Figure 1. Metal layers overlaid (run 1).
(6 px per µm) Only two layers are drawn.
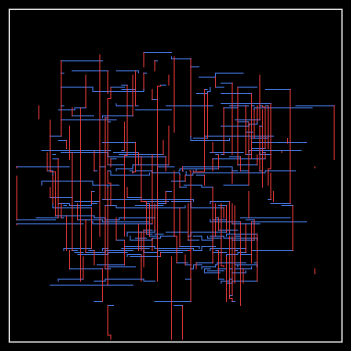
Figure 2. Cells coloured by class (run 1).
(4 px per µm)
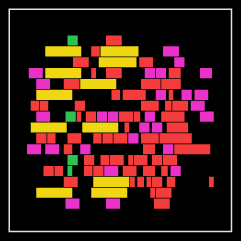
Figure 3. M3 wires (run 1).
(6 px per µm)
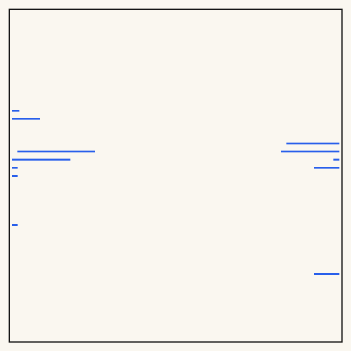
==> config.mk <==
export PLATFORM = sky130hd
export DESIGN_NAME = rr_arbiter
export DESIGN_NICKNAME = d
export VERILOG_FILES = /design/src/rtl/arb_pkg.sv /design/src/rtl/rr_pick.sv /design/src/rtl/rr_arbiter.sv
export SDC_FILE = /design/constraint.sdc
export NUM_CORES = 1
export LEC_CHECK = 0
export CAP_MARGIN = 20
export CORE_MARGIN = 4
export CORE_UTILIZATION = 33
export CTS_CLUSTER_DIAMETER = 100
export CTS_CLUSTER_SIZE = 10
export DETAILED_ROUTE_END_ITERATION = 12
export SETUP_SLACK_MARGIN = 0.2
export SLEW_MARGIN = 20
export SYNTH_ARGS = -nofsm -noshare
export SYNTH_HDL_FRONTEND = slang
export SYNTH_HIERARCHICAL = 1
export SYNTH_SLANG_ARGS = --single-unit
==> constraint.sdc <==
create_clock -name i_clk -period 2.8 [get_ports i_clk]
set_clock_uncertainty 0.1 [all_clocks]
set_input_delay 0.28 -clock i_clk [delete_from_list [all_inputs] [get_ports i_clk]]
set_output_delay 0.28 -clock i_clk [all_outputs]
set_load 0.03 [all_outputs]
==> impl_metrics.csv, run 1 <==
group,metric,value,unit
clocking,clock.latency.late_pin,0.26,ns
finish,seq_area,278,µm²
timing,finalHoldViolations,0,
timing,period_minus_slack,2.76,ns
logic_synthesis,synth.yosys.warnings,6,
clocking,hold_buffers,0,
clocking,cts_tree,"built",
timing,finalMaxSlewViolations,0,
timing,setup_viol,0,
status,status,"finished clean",
logic_synthesis,edf_count,0,
die,die_y,55.2,µm
critical_path,cp-end-kind,"flip-flop",
critical_path,path_max_fanout,5,
finish,syn_to_final_growth,50.3,%
global_routing,grt_first_pass_wirelength,2970,µm
route,route.detailed.drc,0,
route,firstDrtPassIters,4,
run,maxCapViolations,0,
critical_path,critPathSlowestCell,"or4b_4",
logic_synthesis,syn_area,736,µm²
logic_synthesis,yosysTopAreaCell,"dfrtp_1",
logic_synthesis,async_reset_ff_share,100,%
logic_synthesis,yosys-stat-area,736,µm²
finish,comb_area,522,µm²
timing,period_used_share,98.6,%
die,fp_util,36.0,%
run,warnings,29,
logic_synthesis,syn_inst,75,
route,routed_via_density,5.15,
logic_synthesis,top_area_share,37.4,%
finish,final_cell_mix,"buf_4, clkdlybuf4s50_1, dfrtp_1, nand3b_1",
logic_synthesis,ys_cells,75,
logic_synthesis,area_leaders,"dfrtp_1, mux2i_1, mux2_2",
finish,nFillCells,199,
critical_path,cp.arrival,2.85,ns
die,io_pins,14,
placed_design,gp_congestion,0.712,
placed_design,dpl.hpwl,1190,µm
finish,final_layout_size_suffix_gt1_share,38.8,%
finish,num_antenna_cells,0,
global_routing,grt_overflow,0,
clocking,cts.htree.levels,1,
die,die-area,0.00305,mm²
critical_path,reg2reg_depth,9,
critical_path,critPathMaxStageDelay,0.49,ns
die,die_width,55.2,µm
worst_hold_path,hp-class,"in -> async",
global_routing,grt_max_degree,13,
finish,final_common_cell,"buf_4",
global_routing,antenna_found_initial,0,
finish,largest_register_ff_count,3,
global_routing,first_global_vias,686,
logic_synthesis,ys_seq_elements,11,
critical_path,required,2.89,ns
clocking,cts-resized-gates,11,
clocking,post_cts_buffers,2,
logic_synthesis,top_cell,"dfrtp_1",
logic_synthesis,avgSynthCellArea,9.81,µm²
finish,nets,112,
placed_design,io_buffer_count,12,
timing,fmax,362,MHz
clocking,cts_sinks,11,
logic_synthesis,synth_top_flop_cell,"dfrtp_1",
clocking,cts_buffers,3,
clocking,cts_root_buf,"clkbuf_4",
critical_path,path_class,"reg -> reg",
route,ant_nets,0,
critical_path,path_cells,"nand2b_4 -> or4b_4 -> o21ai_4 -> fa_2 -> ha_4 -> or3_4 -> a21oi_2 -> mux2i_1 -> o22ai_1",
logic_synthesis,yosysUniqueCellTypes,35,
route,drt_iter0_drc,10,
timing,grt_setup_unrepaired,"yes",
logic_synthesis,synthTopCellsByCount,"dfrtp_1, nand3b_1, mux2i_1, nor2_1, o22ai_1",
clocking,clockBufferDepth,2,
clocking,cts.clk_slew.worst_paths,0.07,ns
critical_path,r2r_setup_slack,0.04,ns
logic_synthesis,fp_nets,83,
critical_path,start_kind,"flip-flop",
logic_synthesis,synth_seq_share,37.4,%
Notes on Figure 1 above:
legend:
  red:
    layer: M2
    wire_length: 882 µm
  blue:
    layer: M1
    wire_length: 837 µm
total global-route track usage: 11.9%
drt wl/cell: 13.7 µm
Final Routed Wirelength: 1780 µm

Notes on Figure 2 above:
legend:
  red:
    class: remaining logic cells
    cells: 61
    share_of_their_area: 50%
  magenta:
    class: remaining buffers and delay cells
    cells: 27
    share_of_their_area: 22%
  green:
    class: clock drivers and dummy loads
    cells: 4
    share_of_their_area: 2.5%
  yellow:
    class: registers
    cells: 11
    share_of_their_area: 26%
Core Box Area: 0.00204 mm²
fin area: 0.00111 mm²
row count: 16
flop share of the area: 25.1%
Post-Route Utilization: 54.2%

Notes on Figure 3 above:
share of all routed wire: 3.1%
longest straight run: 12.6 µm
via count: 669
GR Util met3: 2.10%

run 1: per-layer routing:
layer  track usage (%)  up-vias  routed length (µm)
met5                 0        -                   0
met4              5.21        0                   6
met3              2.10        2                  55
met2              19.8       11                 881
met1              15.1      317                 836
li1                  -      339                   -
run 1: critical path, delay by kind of cell (launching register included):
| family | cells | cell delay, ns |
|---|---|---|
| AND-OR/OR-AND | 3 | 0.35 |
| adder cells (fa/ha/maj) | 2 | 0.73 |
| flip-flops | 1 | 0.44 |
| multiplexers | 1 | 0.08 |
| AND/OR/NAND/NOR | 3 | 0.97 |
run 1: layout make-up:
cell class | instances | share of cell area, %
clock buffer | 4 | 2.38
inverter | 3 | 1.02
multi-input combinational | 58 | 47.2
sequential | 11 | 25.1
tap | 27 | 3.05
timing repair buffer | 27 | 21.3
run 1: through the flow:
stage	setup TNS, ns	hold WS (ns)	setup WS [ns]	instance area [µm²]	std cells
6_report	0	0.243	0.0396	1110	130
5_1_grt	-0.226	0.269	-0.0877	1110	130
4_1_cts	0	0.254	0.0749	1060	128
3_5_place_dp	-1.52	0.424	-0.276	982	122
3_3_place_gp	-1.54	0.423	-0.278	982	122
2_1_floorplan	0	-0.116	0.107	762	75
run 1: cell families after synthesis:
group | count (synthesis) | synth area share [%]
muxes | 9 | 12.9
and+or+nand+nor | 28 | 24.0
adders and majority gates | 3 | 6.12
xor gates and xnor gates | 1 | 1.19
buffers and inverters | 6 | 3.74
DFF | 11 | 37.4
other | 1 | 0.510
AOI/OAI and AO/OA | 16 | 14.1
Figure 4. Sequential cells grouped by signal name (run 1).
(10 px per µm)
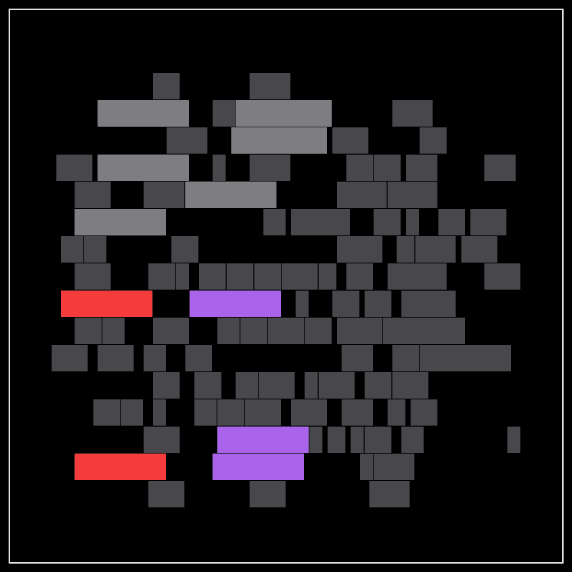

==> run 2: changes to the inputs <==
==> constraint.sdc (replaced) <==
create_clock -name i_clk -period 2.7 [get_ports i_clk]
set_clock_uncertainty 0.1 [all_clocks]
set_input_delay 0.27 -clock i_clk [delete_from_list [all_inputs] [get_ports i_clk]]
set_output_delay 0.27 -clock i_clk [all_outputs]
set_load 0.1 [all_outputs]
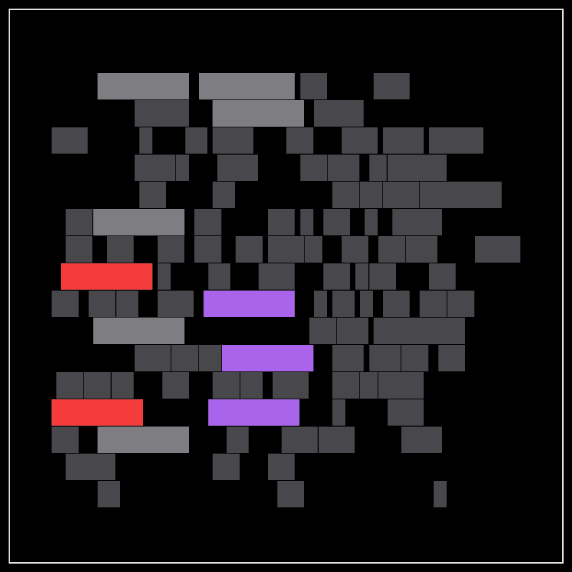
Figure 5: run 2, sequential cells grouped by signal name.
(10 px per µm)
legend:
  red:
    signal: o_gnt_id
    sequential_cells: 2
  purple:
    signal: o_gnt
    sequential_cells: 3
Post-Route Utilization: 53.4%
flop share of the area: 25.4%
Reg area: 277 µm²

==> run 2 against run 1 <==
- the flow now finishes with violations (negative setup slack)
- worst hold slack lost 0.0084 ns
- final cell count is 0.77% higher
==> impl_metrics.csv, run 2 <==
group,metric,value,unit
placed_design,gp_congestion,0.726,
logic_synthesis,top_area_share,37.4,%
clocking,cts.htree.levels,1,
die,io_pins,14,
finish,final_common_cell,"buf_4",
critical_path,reg2reg_depth,10,
logic_synthesis,top_cell,"dfrtp_1",
route,wire_per_inst,13.2,µm
finish,nFillCells,210,
timing,grt_setup_unrepaired,"yes",
clocking,cts_tree,"built",
timing,totalNegativeSetupSlack,-0.0611,ns
logic_synthesis,syn_area,736,µm²
logic_synthesis,mux_area_share,12.9,%
die,die_y,55.2,µm
logic_synthesis,synth_seq_share,37.4,%
critical_path,crit_cells,10,
logic_synthesis,ys_sh_simple,24.0,%
logic_synthesis,area_leaders,"dfrtp_1, mux2i_1, mux2_2",
critical_path,cp-end-kind,"flip-flop",
finish,comb_area,519,µm²
critical_path,path_class,"reg -> reg",
global_routing,use_met1,14.3,%
timing,fmax,364,MHz
placed_design,io_buffer_count,12,
clocking,clockBufferDepth,2,
die,core,0.00204,mm²
timing,finalHoldViolations,0,
route,vias,675,
die,num_rows,16,
route,wirelength,1730,µm
route,ant_nets,0,
finish,final_cell_mix,"buf_4, dfrtp_1, nand3b_1, mux2i_1, o22ai_1",
critical_path,path_max_fanout,4,
critical_path,critPathSlowestCell,"or4b_4",
run,warnings,29,
timing,setup_viol,2,
global_routing,antenna_found_initial,0,
placed_design,dpl.hpwl,1270,µm
global_routing,first_global_vias,692,
critical_path,cp.buffers_inverters,1,
die,die_width,55.2,µm
critical_path,required,2.78,ns
logic_synthesis,yosysTopAreaCell,"dfrtp_1",
logic_synthesis,xor_share,1.19,%
die,fp_util,36.0,%
logic_synthesis,fa_ha_area_share,6.12,%
status,status,"complete, but fails checks",
global_routing,grt_max_degree,13,
finish,stdcell_area,0.00109,mm²
finish,nets,113,
logic_synthesis,ys_cells,75,
timing,period_used_share,102,%
clocking,cts_sinks,11,
route,wl_met1,753,µm
placed_design,dpl_cell_area,997,µm²
critical_path,path_cells,"nand2b_4 -> or4b_4 -> o21ai_2 -> fa_2 -> ha_4 -> o21a_1 -> nor3_2 -> buf_4 -> mux2i_1 -> o22ai_1",
logic_synthesis,syn_inst,75,
finish,num_antenna_cells,0,
status,violations,"negative setup slack",
logic_synthesis,avgSynthCellArea,9.81,µm²
logic_synthesis,fp_nets,83,
clocking,cts_root_buf,"clkbuf_4",
route,route.detailed.drc,0,
worst_hold_path,hp-class,"in -> async",
logic_synthesis,synth.yosys.warnings,6,
logic_synthesis,async_reset_ff_share,100,%
route,drt_iter0_drc,12,
logic_synthesis,synthTopCellsByCount,"dfrtp_1, nand3b_1, mux2i_1, nor2_1, o22ai_1",
clocking,cts_buffers,3,
logic_synthesis,yosys-stat-area,736,µm²
run,maxCapViolations,0,
route,wl_met3,55,µm
logic_synthesis,ys_seq_elements,11,
logic_synthesis,edf_count,0,
global_routing,grt_use_total,12.1,%
clocking,clock.latency.late_pin,0.26,ns
clocking,cts.clk_slew.worst_paths,0.07,ns
route,top_layer,"met4",
global_routing,met2_usage,20.8,%
route,wl_met2,906,µm
critical_path,cp.arrival,2.83,ns
finish,largest_register_ff_count,3,
logic_synthesis,yosysUniqueCellTypes,35,
logic_synthesis,synthAoiAreaFrac,14.1,%
critical_path,r2r_setup_slack,-0.05,ns
finish,final_layout_size_suffix_gt1_share,46.2,%
global_routing,top_usage_layer,"met2",
logic_synthesis,synth_top_flop_cell,"dfrtp_1",
route,firstDrtPassIters,4,
global_routing,grt_overflow,0,
critical_path,start_kind,"flip-flop",
die,die-area,0.00305,mm²
route,routed_via_density,5.15,
timing,fin_ws,-0.0454,ns
==> run 2: timing repair <==
action,in CTS,in global routing
endpoints found under the hold margin,0,0
gates cloned,0,0
gates resized,10,2
pin swaps,7,4
buffers inserted,2,1
setup endpoints to repair,7,7
==> run 2: cell families after synthesis <==
kind of cell               count (synthesis)
adders and majority gates                  3
AOI/OAI and AO/OA                         16
and+or+nand+nor                           28
DFF                                       11
other                                      1
muxes                                      9
xor gates and xnor gates                   1
buffers and inverters                      6
==> run 2: layout make-up <==
class | instances | area share [%]
Sequential cell | 11 | 25.4
Tap cell | 27 | 3.10
Multi-Input combinational cell | 58 | 47.6
Inverter | 3 | 1.03
Timing Repair Buffer | 28 | 20.4
Clock buffer | 4 | 2.41
==> run 2: per-stage QoR <==
step / setup slack (ns) / hold WS [ns] / instances
floorplan: -0.0239 / -0.126 / 75
global placement: -0.466 / 0.418 / 124
detailed placement: -0.447 / 0.413 / 124
CTS: -0.0465 / 0.249 / 130
global route: -0.131 / 0.257 / 131
finish: -0.0454 / 0.235 / 131
==> run 2: worst reg2reg max path, stage by stage (launching register included) <==
cell and delay, ns:
dfrtp_1 0.41, nand2b_4 0.16, or4b_4 0.48, o21ai_2 0.08
fa_2 0.48, ha_4 0.20, o21a_1 0.21, nor3_2 0.19
buf_4 0.14, mux2i_1 0.06, o22ai_1 0.15
